--- config.mk ---
export PLATFORM = sky130hd
export DESIGN_NAME = demux_collect4_1
export DESIGN_NICKNAME = d
export VERILOG_FILES = /design/src/rtl/demux_collect4_1.sv
export SDC_FILE = /design/constraint.sdc
export NUM_CORES = 1
export LEC_CHECK = 0
export ABC_AREA = 1
export CAP_MARGIN = 30
export CORE_AREA = 2 2 144 251
export DETAILED_ROUTE_END_ITERATION = 8
export DIE_AREA = 0 0 146 253
export PLACE_DENSITY = 0.67
export SETUP_SLACK_MARGIN = 0.1
export SYNTH_ARGS = -nofsm -noshare
export SYNTH_HDL_FRONTEND = slang
export SYNTH_SLANG_ARGS = --single-unit
--- constraint.sdc ---
create_clock -name clk -period 5.26 [get_ports clk]
set_clock_uncertainty 0.15 [all_clocks]
set_input_delay 0.789 -clock clk [delete_from_list [all_inputs] [get_ports clk]]
set_output_delay 0.789 -clock clk [all_outputs]
set_load 0.05 [all_outputs]
--- src/rtl/demux_collect4_1.sv ---
// Collects four skewed systolic result lanes and re-aligns them into whole rows.
// The rows are buffered in a small FIFO and sent out on a valid/ready stream with tile and error flags.
module demux_collect4_1 #(
    parameter int WIDTH = 16,
    parameter int DEPTH = 4,
    parameter int ROWS  = 4
) (
    input  logic               clk,
    input  logic               rst_n,
    input  logic [4*WIDTH-1:0] in_data,
    input  logic [3:0]         in_valid,
    output logic [4*WIDTH-1:0] out_data,
    output logic               out_valid,
    input  logic               out_ready,
    output logic               tile_done,
    output logic               busy,
    output logic               overflow,
    output logic               skew_err
);
    localparam int PW = (DEPTH > 1) ? $clog2(DEPTH) : 1;
    localparam int CW = $clog2(DEPTH + 1);
    localparam int RW = (ROWS > 1) ? $clog2(ROWS) : 1;

    typedef enum logic {IDLE, STREAM} state_t;

    // Lane i is delayed by 3-i stages so that every lane lines up with lane 3.
    logic [2:0][WIDTH-1:0] l0_data;
    logic [2:0]            l0_valid;
    logic [1:0][WIDTH-1:0] l1_data;
    logic [1:0]            l1_valid;
    logic [WIDTH-1:0]      l2_data;
    logic                  l2_valid;
    logic [4*WIDTH-1:0]    al_data;
    logic [3:0]            al_valid;

    logic [4*WIDTH-1:0] mem [DEPTH];
    logic [PW-1:0]      rd_ptr;
    logic [PW-1:0]      wr_ptr;
    logic [CW-1:0]      count;
    logic [RW-1:0]      row_cnt;
    state_t             state;

    logic row_full;
    logic row_part;
    logic fifo_full;
    logic pop;
    logic push;

    always_comb begin
        row_full  = &al_valid;
        row_part  = (|al_valid) && !row_full;
        fifo_full = (count == CW'(DEPTH));
        pop       = out_valid && out_ready;
        // A full FIFO still accepts a row when the head leaves in the same cycle.
        push      = row_full && (!fifo_full || pop);
    end

    // NOTE: sequential state uses non-blocking assignments so every register samples pre-edge values.
    always_ff @(posedge clk) begin
        if (!rst_n) begin
            l0_data  <= '0;
            l0_valid <= '0;
            l1_data  <= '0;
            l1_valid <= '0;
            l2_data  <= '0;
            l2_valid <= 1'b0;
            al_data  <= '0;
            al_valid <= '0;
        end else begin
            l0_data  <= {l0_data[1:0], in_data[0 +: WIDTH]};
            l0_valid <= {l0_valid[1:0], in_valid[0]};
            l1_data  <= {l1_data[0], in_data[WIDTH +: WIDTH]};
            l1_valid <= {l1_valid[0], in_valid[1]};
            l2_data  <= in_data[2*WIDTH +: WIDTH];
            l2_valid <= in_valid[2];
            al_data  <= {in_data[3*WIDTH +: WIDTH], l2_data, l1_data[1], l0_data[2]};
            al_valid <= {in_valid[3], l2_valid, l1_valid[1], l0_valid[2]};
        end
    end

    always_ff @(posedge clk) begin
        if (!rst_n) begin
            rd_ptr    <= '0;
            wr_ptr    <= '0;
            count     <= '0;
            row_cnt   <= '0;
            tile_done <= 1'b0;
            state     <= IDLE;
            overflow  <= 1'b0;
            skew_err  <= 1'b0;
        end else begin
            if (push) wr_ptr <= wr_ptr + 1'b1;
            if (pop)  rd_ptr <= rd_ptr + 1'b1;
            case ({push, pop})
                2'b10:   count <= count + 1'b1;
                2'b01:   count <= count - 1'b1;
                default: count <= count;
            endcase

            tile_done <= pop && (row_cnt == RW'(ROWS - 1));
            if (pop) row_cnt <= (row_cnt == RW'(ROWS - 1)) ? '0 : row_cnt + 1'b1;

            if (row_full && !push) overflow <= 1'b1;
            if (row_part)          skew_err <= 1'b1;

            // Leave STREAM only once the tile has drained and nothing is arriving.
            if (push)
                state <= STREAM;
            else if (state == STREAM && tile_done && count == '0 && al_valid == '0)
                state <= IDLE;
        end
    end

    // NOTE: row storage is not reset; pointers and count define which entries are live.
    always_ff @(posedge clk) begin
        if (push) mem[wr_ptr] <= al_data;
    end

    assign out_valid = (count != '0);
    assign out_data  = out_valid ? mem[rd_ptr] : '0;
    assign busy      = (state == STREAM);

endmodule

floorplan.png
Pins as bars on the die edge.
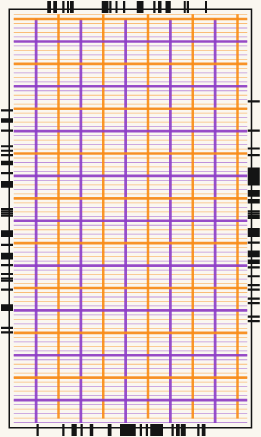
net	colour
VDD	orange
VSS	purple
met4 straps	10
met1 rails	92
met5 straps	18
signal pins	140
rows	91

class_map.png
The bar under the picture is 50 microns long.
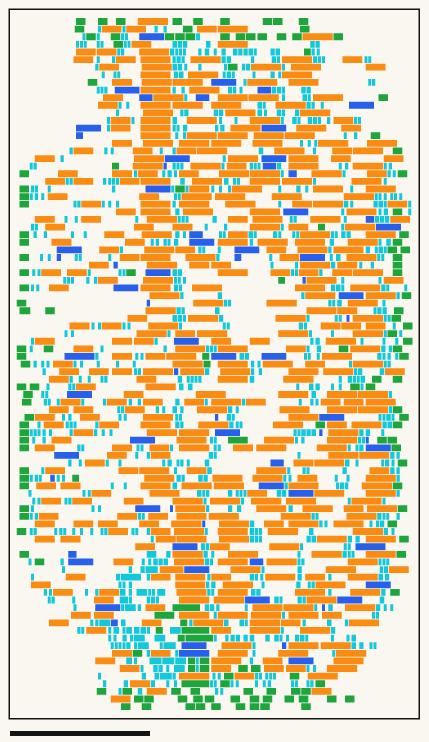
class	colour	cells	share of their area
registers	orange	441	63%
remaining logic cells	cyan	867	20%
remaining buffers and delay cells	green	157	9.1%
clock drivers and dummy loads	blue	70	7.1%

clock_wires.png
The bar under the picture is 50 microns long.
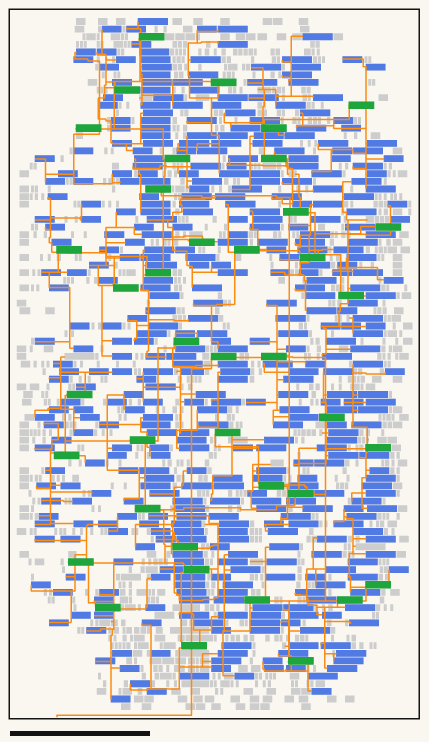
[clock-net drivers] green | count: 39
[flip-flops] blue | count: 441
[clock wires] orange | length: 4770 microns
routed clock nets	40

layers.png
Two of the layers only.
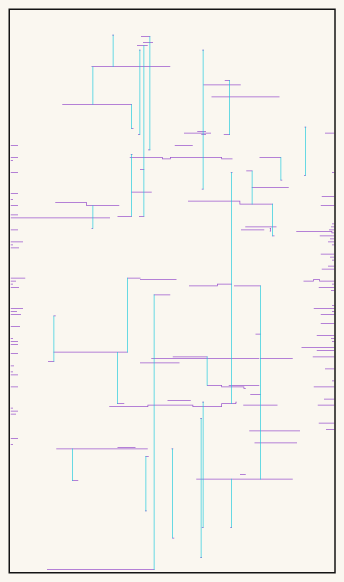
layer	colour	wire length
M3	purple	1180 microns
M4	cyan	1020 microns

==> notes.md <==
The layout was made with Yosys and OpenROAD.

Signal routing reaches up to met4. The number of max-slew violations in the final report is 0. The timing-limited maximum frequency is 247 MHz. The total DRC errors in the routed layout is 0. The layout summary lists the proportion of cells stronger than drive strength 1 as 6.32%. The CTS report gives the tree buffer count as 39. Global routing used 31.5% of the available met2 tracks.

Per STA, the worst path is made up of clkinv_2 -> buf_12 -> o21ai_0 -> a21oi_1 -> clkdlybuf4s50_1. Per the breakdown, switching nets consume 37.2% of all power. The final layout reports a setup TNS of 0 ps. The met1 routed wirelength after detailed routing is 12400 microns. The sequential share of power is 37.2%. The count of placed standard cells including taps is 1929. The final core utilization is 52.9%. The synthesized area per cell is 11.3 sq um. The largest contributor to cell area by class is flip-flops and latches.

Buffers inserted to repair hold after CTS numbered 0. The number of hold-slack violations in the final timing report is 0. The required time reported for the critical path endpoint is 4320 ps. The run finished with clean final reports.

The post-synth count of flops with an enable pin is 256. The cell family contributing the most delay on the critical path is buffers and inverters. The multi-input combinational area share is 16.1%. The via count of the first global-routing pass was 9288. Per the run report, area growth between synthesis and finish was 19.8%. After synthesis, the most frequently instantiated cells are nor2_1 (271), edfxtp_1 (256), dfxtp_1 (185), inv_1 (182), nand2_1 (182). Once the clock tree was built, the setup fixing pass inserted 0 buffers. The fraction of cell area in sequential cells is reported as 61.4%.

The clock network is responsible for 28.0% of the overall power. The number of clock sinks came to 441. TritonRoute output was used to compute an average wire per cell of 15.5 microns. Measured along the x axis, the die boundary spans 146 microns.

The reg-to-reg critical path endpoint is mem[2][27]. On met3, the global router reports a usage of 2.76%. The final hold slack is 255 ps. For the worst-skew pair, the clock arrives at the later sink with an insertion delay of 540 ps. The number of gates resized after cts is 0. The number of non-clock buffers is 157.

The flop and latch count out of synthesis is 441. The final report lists a non-filler cell total of 2000. The maximum vdd drop is 0.282 mV.

The gate-level netlist out of Yosys references 26 unique cell types. The largest part of the power goes to registers. The cell with the largest stage delay on the worst path is clkdlybuf4s50_1.

The compound-cell area share of the yosys netlist is 6.82%. Looking at the clock tree report, the H-tree level count equals 2. Setup repair after global routing left no endpoint under its margin.

In the synthesized netlist, mux cells make up 0% of the area. The post-detailed-routing wire length is 31100 microns. Entering global routing, the biggest net connects 95 pins.

The flop-to-flop setup slack is 3180 ps. The beginning of the worst hold path is l0_data[39]. The flow reported a cell area power density of 545 nW/um^2. The fill cell total of the finished layout is 3090.

The count of buffer and inverter cells on the critical path is 3. The number of max-capacitance violations reported is 0. The cell at the root of the clock tree is clkbuf_16.

The flow reports power dissipated in the clock network as 2830 uW. The number of flip-flops under the largest register name is 256. The inverter count is 185. Nets still carrying antenna violations after routing amount to 0. The routed layout has 9309 vias. The critical path ends at out_data[63]. The arrival time at the worst endpoint is 3120 ps. Per the post-synthesis report, the nets total 1453. The cell area after technology mapping is 15500 sq um.

The total track usage is 16.8%. Counting along the longest clock path gives a buffer depth of 3. In this run the worst path has a maximum fanout of 67. The number of antenna repair diodes is 0. The minimum clock period is 4060 ps. Measured against its own limit, the worst slew margin works out to 39.3%. The post-layout net count is 1583. Warnings reported by Yosys during synthesis add up to 0. OpenROAD emitted warnings numbering 29. The amount of wire on met2 after detailed routing is 16500 microns. The proportion of synthesized chip area in sequential cells is 73.5%.

For this run, combinational gates with multiple inputs come to 682. The net switching power figure is 3760 uW. The clock buffer instance count of the final layout is 56. The wire length of the first global-routing pass is 48600 microns. The die footprint is 36900 sq um. The final layout contains a sequential cell count of 441. Counting flops per register, the top entry is mem. Across the placement rows, the number of tap cells is 465. The placement report lists the number of port buffers as 139.

The met1 usage in global routing is 18.7%. The leakage power total is 0.00782 uW. 140 I/O pins were placed. Internal power comes to 6360 uW. The worst register-to-register path has a depth of 7. The most numerous cell in the Yosys netlist is nor2_1.

In this run the worst hold path is classified as reg2reg. STA classifies the critical path startpoint as a flop. The most congested layer reported by global routing is met2. The number of search-and-repair iterations in the first detailed-routing pass is 4. After legalization and detailed placement, the total HPWL measured 17800 microns. The layout report lists the non-clock buffer share of cell area as 8.80%.

Per the cell usage report, the commonest logic cells after layout are nor2_1 (267), edfxtp_1 (256), dfxtp_1 (183). The power of the combinational group is 3520 uW. The vertical die size is 253 microns.

The yosys cell count is 1376. The final timing report counts setup violations totalling 0. The overall power after layout is 10100 uW. The proportion of power drawn by combinational gates is 34.8%.

The pin slew with the least headroom to its limit is 911 ps. The clock tree from TritonCTS is built. All stages included, the depth of the critical timing path comes to 5. The share of the synthesized netlist area taken by xor and xnor gates is 0.0565%. In the finished design, the share of the clock period the worst path needs comes to 77.1%. Setup slack on the worst path after placement came out at 1750 ps. The cell type with the largest total area after synthesis is edfxtp_1. The routed via count divided by cell count is 4.65. By area, the combinational part of the netlist is dominated by simple AND/OR/NAND/NOR gates. The final report gives the standard cell area, fillers excluded, as 18600 sq um. The routability congestion estimate from global placement is 0.795. Per STA, the highest per-stage delay on the worst path measures 870 ps. Per the synth stats, the proportion of register bits with asynchronous set or reset is 0%. The detailed-routed wire length on met3 is 1180 microns. Counting only logic cells after layout, the most numerous master is nor2_1. The simple-gate share of the synthesized area is 11.6%. The worst setup path is of the reg2out kind. The post-placement cell area is 17300 sq um.

In the post-synthesis netlist, the biggest area contributors are edfxtp_1 (50%), dfxtp_1 (24%), nor2_1 (6.6%). The number of core rows is 91. The clock transition at the registers of the reported paths is 60 ps. The leading register cell type out of synthesis is edfxtp_1.

The launch point of the worst reg-to-reg path is count[2]. In the floorplan report the effective utilization is 44.2%.
Power is estimated from default activity; no workload was simulated.
